**config.mk**
```make
export PLATFORM = sky130hd
export DESIGN_NAME = avalon_mem_arbiter
export DESIGN_NICKNAME = d
export VERILOG_FILES = /design/src/rtl/avalon_mem_arbiter_pkg.sv /design/src/rtl/avalon_mem_arbiter_tag_fifo.sv /design/src/rtl/avalon_mem_arbiter.sv
export SDC_FILE = /design/constraint.sdc
export NUM_CORES = 1
export LEC_CHECK = 0
export ABC_AREA = 1
export CORE_AREA = 2 2 109 111
export CTS_BUF_LIST = sky130_fd_sc_hd__clkbuf_8
export DETAILED_ROUTE_END_ITERATION = 10
export DIE_AREA = 0 0 111 113
export GPL_TIMING_DRIVEN = 0
export SKIP_CTS_REPAIR_TIMING = 1
export SLEW_MARGIN = 20
export SYNTH_ARGS = -nofsm -noshare
export SYNTH_HDL_FRONTEND = slang
export SYNTH_HIERARCHICAL = 1
export SYNTH_SLANG_ARGS = --single-unit
```
**constraint.sdc**
```tcl
create_clock -name clk -period 2.8 [get_ports clk]
set_clock_uncertainty 0.15 [all_clocks]
set_input_delay 0.7 -clock clk [delete_from_list [all_inputs] [get_ports clk]]
set_output_delay 0.7 -clock clk [all_outputs]
set_load 0.05 [all_outputs]
```
**src/rtl/avalon_mem_arbiter_pkg.sv**
```systemverilog
// Shared types for the two-to-one Avalon-MM memory arbiter.
//   arb_state_e : grant state machine encoding
//   arb_tag_e   : read-tag value identifying which requester issued a read
package MemArbPkg;

    typedef enum logic [1:0] {
        IDLE    = 2'd0,
        GRANT_I = 2'd1,
        GRANT_D = 2'd2
    } arb_state_e;

    typedef enum logic {
        TAG_I = 1'b0,
        TAG_D = 1'b1
    } arb_tag_e;

endpackage

```
**src/rtl/avalon_mem_arbiter_tag_fifo.sv**
```systemverilog
// arb_tag_fifo: synchronous FIFO of 1-bit read tags.
// Ports:
//   clk, rst (async active-low)
//   push, push_tag : enqueue a tag
//   pop            : dequeue the head tag
//   full, empty    : occupancy flags from the registered count
//   head           : tag at the read pointer
//   count          : number of stored tags
// Push and pop may coincide at any occupancy, including full.
module arb_tag_fifo
    import MemArbPkg::*;
#(
    parameter int DEPTH = 4
) (
    input  logic                     clk,
    input  logic                     rst,
    input  logic                     push,
    input  arb_tag_e                 push_tag,
    input  logic                     pop,
    output logic                     full,
    output logic                     empty,
    output arb_tag_e                 head,
    output logic [$clog2(DEPTH):0]   count
);
    localparam int PTR_W = $clog2(DEPTH);
    localparam int CNT_W = PTR_W + 1;
    localparam logic [CNT_W-1:0] FULL_COUNT = CNT_W'(DEPTH);

    arb_tag_e           tag_mem [DEPTH];
    logic [PTR_W-1:0]   wr_ptr_reg;
    logic [PTR_W-1:0]   rd_ptr_reg;
    logic [CNT_W-1:0]   count_reg;
    logic               do_push;
    logic               do_pop;

    assign full    = (count_reg == FULL_COUNT);
    assign empty   = (count_reg == '0);
    assign count   = count_reg;
    assign head    = tag_mem[rd_ptr_reg];
    assign do_pop  = pop && !empty;
    // A push into a full FIFO is only safe when the head leaves this cycle.
    assign do_push = push && (!full || do_pop);

    always_ff @(posedge clk) begin
        if (do_push) begin
            tag_mem[wr_ptr_reg] <= push_tag;
        end
    end

    // DEPTH is a power of two, so the pointers wrap naturally.
    always_ff @(posedge clk or negedge rst) begin
        if (!rst) begin
            wr_ptr_reg <= '0;
            rd_ptr_reg <= '0;
            count_reg  <= '0;
        end else begin
            if (do_push) begin
                wr_ptr_reg <= wr_ptr_reg + 1'b1;
            end
            if (do_pop) begin
                rd_ptr_reg <= rd_ptr_reg + 1'b1;
            end
            case ({do_push, do_pop})
                2'b10:   count_reg <= count_reg + 1'b1;
                2'b01:   count_reg <= count_reg - 1'b1;
                default: count_reg <= count_reg;
            endcase
        end
    end

endmodule

```
**src/rtl/avalon_mem_arbiter.sv**
```systemverilog
// avalon_mem_arbiter: round-robin two-to-one Avalon-MM arbiter sharing one
// memory port between the instruction manager (read-only) and the data
// manager (read/write).
// Ports:
//   clk, rst (async active-low)
//   i_*  : instruction manager (address, read / waitrequest, readdata, readdatavalid)
//   d_*  : data manager (address, read, write, writedata, byteenable / responses)
//   m_*  : shared memory command out, response in
//   err_unexpected_rdv : sticky, readdatavalid seen with no outstanding read
module avalon_mem_arbiter
    import MemArbPkg::*;
#(
    parameter int ADDR_W          = 32,
    parameter int DATA_W          = 32,
    parameter int MAX_OUTSTANDING = 4
) (
    input  logic                clk,
    input  logic                rst,
    input  logic [ADDR_W-1:0]   i_address,
    input  logic                i_read,
    output logic                i_waitrequest,
    output logic [DATA_W-1:0]   i_readdata,
    output logic                i_readdatavalid,
    input  logic [ADDR_W-1:0]   d_address,
    input  logic                d_read,
    input  logic                d_write,
    input  logic [DATA_W-1:0]   d_writedata,
    input  logic [DATA_W/8-1:0] d_byteenable,
    output logic                d_waitrequest,
    output logic [DATA_W-1:0]   d_readdata,
    output logic                d_readdatavalid,
    output logic [ADDR_W-1:0]   m_address,
    output logic                m_read,
    output logic                m_write,
    output logic [DATA_W-1:0]   m_writedata,
    output logic [DATA_W/8-1:0] m_byteenable,
    input  logic                m_waitrequest,
    input  logic [DATA_W-1:0]   m_readdata,
    input  logic                m_readdatavalid,
    output logic                err_unexpected_rdv
);
    localparam int CNT_W = $clog2(MAX_OUTSTANDING) + 1;

    arb_state_e         state_reg, state_next;
    arb_tag_e           last_grant_reg, last_grant_next;
    logic               err_reg;
    logic               i_eligible, d_eligible;
    logic               accept;
    logic               fifo_full, fifo_empty;
    arb_tag_e           fifo_head;
    arb_tag_e           push_tag;
    logic [CNT_W-1:0]   fifo_count;
    logic               unused_fifo_count;

    // Occupancy is kept for debug visibility only.
    assign unused_fifo_count = ^fifo_count;

    // Writes need no tag slot, so a full FIFO never blocks them.
    assign i_eligible = i_read && !fifo_full;
    assign d_eligible = d_write || (d_read && !fifo_full);

    always_comb begin
        state_next      = state_reg;
        last_grant_next = last_grant_reg;
        case (state_reg)
            IDLE: begin
                if (i_eligible && (!d_eligible || last_grant_reg == TAG_D)) begin
                    state_next      = GRANT_I;
                    last_grant_next = TAG_I;
                end else if (d_eligible) begin
                    state_next      = GRANT_D;
                    last_grant_next = TAG_D;
                end
            end
            GRANT_I, GRANT_D: begin
                if (!m_waitrequest) begin
                    state_next = IDLE;
                end
            end
            default: state_next = IDLE;
        endcase
    end

    always_ff @(posedge clk or negedge rst) begin
        if (!rst) begin
            state_reg      <= IDLE;
            last_grant_reg <= TAG_D;
            err_reg        <= 1'b0;
        end else begin
            state_reg      <= state_next;
            last_grant_reg <= last_grant_next;
            if (m_readdatavalid && fifo_empty) begin
                err_reg <= 1'b1;
            end
        end
    end

    // Command mux: the granted requester drives the memory port directly.
    always_comb begin
        m_address    = '0;
        m_read       = 1'b0;
        m_write      = 1'b0;
        m_writedata  = '0;
        m_byteenable = '0;
        case (state_reg)
            GRANT_I: begin
                m_address    = i_address;
                m_read       = i_read;
                m_byteenable = '1;
            end
            GRANT_D: begin
                m_address    = d_address;
                m_read       = d_read;
                m_write      = d_write;
                m_writedata  = d_writedata;
                m_byteenable = d_byteenable;
            end
            default: ;
        endcase
    end

    assign accept        = (state_reg != IDLE) && !m_waitrequest;
    assign i_waitrequest = !(state_reg == GRANT_I && !m_waitrequest);
    assign d_waitrequest = !(state_reg == GRANT_D && !m_waitrequest);
    assign push_tag      = (state_reg == GRANT_D) ? TAG_D : TAG_I;

    arb_tag_fifo #(
        .DEPTH (MAX_OUTSTANDING)
    ) u_tag_fifo (
        .clk      (clk),
        .rst      (rst),
        .push     (accept && m_read),
        .push_tag (push_tag),
        .pop      (m_readdatavalid),
        .full     (fifo_full),
        .empty    (fifo_empty),
        .head     (fifo_head),
        .count    (fifo_count)
    );

    // Responses are routed with zero latency; a beat with no tag is dropped.
    assign i_readdata         = m_readdata;
    assign d_readdata         = m_readdata;
    assign i_readdatavalid    = m_readdatavalid && !fifo_empty && (fifo_head == TAG_I);
    assign d_readdatavalid    = m_readdatavalid && !fifo_empty && (fifo_head == TAG_D);
    assign err_unexpected_rdv = err_reg;

endmodule

```
**Placed cells, one colour a class**

Fill, decap, tap and diode cells in grey.
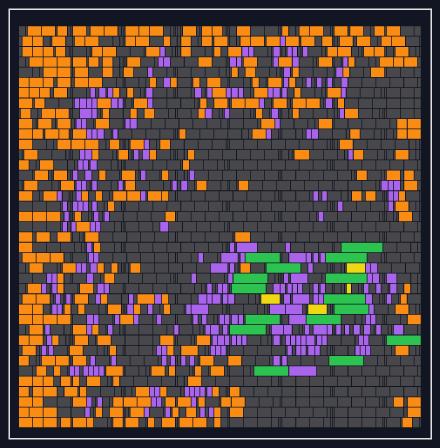
flip-flops -> green  # cells 15
clock drivers and dummy loads -> yellow  # cells 4
all other logic -> purple  # cells 278
other buffers and delay cells -> orange  # cells 324
flop share of the area: 0.0865
core area: 0.0113 mm²
row count: 39
cell area after layout: 0.00458 mm²

**Wires at chosen ports, followed through buffers**

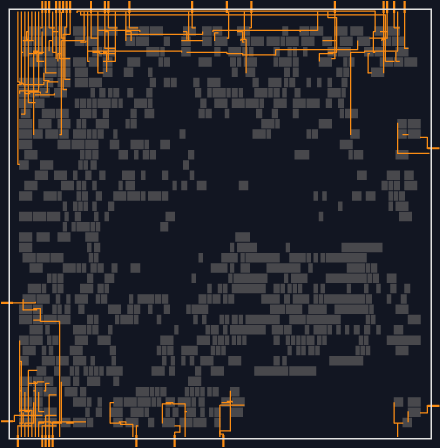
i_readdata -> orange  # direction output, end cells 0, buffers 64, wire 1,420 µm
IO Pins: 278
Port Buf Inserts: 245

## worst register-to-register path, cell delays in order (launching register included)
cell	delay, ps
dfrtp_1	400
inv_1	100
ha_2	230
buf_4	180
inv_1	60
o22ai_2	90
and3_1	280
nand2_4	100
ha_1	220
inv_1	90
fa_1	410
o21ai_0	170
## worst paths after layout
check	slack (ps)	endpoint	cells after the start
setup / recovery	100	m_writedata[31]	7
hold / removal	310	err_unexpected_rdv	1
setup reg to reg	240	u_tag_fifo/count[1]	11
hold reg to reg	310	err_unexpected_rdv	1
max in group asynchronous	1510	last_grant_reg	1
min in group asynchronous	630	err_unexpected_rdv	1
## per-layer routing
metal / up-vias / part of all wire
met4: 0 / 0.0095
met2: 127 / 0.52
met1: 1320 / 0.37
met5: - / 0
met3: 6 / 0.096
li1: 1541 / -
==> metrics.csv <==
stage,metric,value,unit
logic_synthesis,ys_seq_frac,0.178,
logic_synthesis,yosys-stat-cells,372,
finish,sh_comb_area,0.219,
clocking,cts_tree,done,
floorplanning,die_h,113,µm
logic_synthesis,adder_share,0.0540,
floorplanning,initial_core_util,0.197,
grt,first_global_vias,3020,
logic_synthesis,synth_chip_area,0.00222,mm²
power,ir_drop,0.387,mV
power,swShare,0.649,
finish,clock_area_frac,0.00983,
floorplanning,die_w,111,µm
placement,place_inst,760,
setup_path,cp.arrival,1850,ps
grt,top_usage_layer,met2,
worst_hold_path,hold_path.class,register to register,
finish,drive_gt1_frac,0.261,
grt,grt_max_degree,12,
finish,antenna_cells,0,
finish,layout_top_cell,clkdlybuf4s50_1,
grt,grtUsageMet2,0.317,
logic_synthesis,aoi_share,0.101,
grt,grtUsageTotal,0.168,
finish,regArea,397,µm²
floorplanning,die_area,0.0125,mm²
grt,grt_overflow,0,
outcome,outcome,finished clean,
finish,fillers,1204,
logic_synthesis,synth_cells,372,
routing,num_vias,2994,
clocking,clockBufferDepth,2,
logic_synthesis,top_cells_by_area,"buf_4 24%, nand2_1 23%, dfrtp_1 11%",
routing,wirelength,11.4,mm
logic_synthesis,synth_area,0.00222,mm²
power,p_clk_frac,0.047,
placement,dp_slack,-451,ps
logic_synthesis,syn_area_per_cell,5.98,µm²
setup_path,path_cells,inv_1 -> ha_2 -> buf_4 -> buf_4 -> nand2_1 -> inv_1 -> dlymetal6s2s_1,
logic_synthesis,yosysTopAreaCell,buf_4,
floorplanning,taps,143,
clocking,cts_root_buffer,clkbuf_8,
grt,grt_util_met3,0.0632,
finish,area_dominant_class,non-clock buffers,
grt,met1_usage,0.183,
logic_synthesis,yosysWarnings,6,
routing,drt-pass1-iter-count,4,
setup_path,path_max_fanout,10,
flow_run,max_cap_viol_count,0,
power,p_sw,2.33,mW
Power and IR drop assume default switching activity.
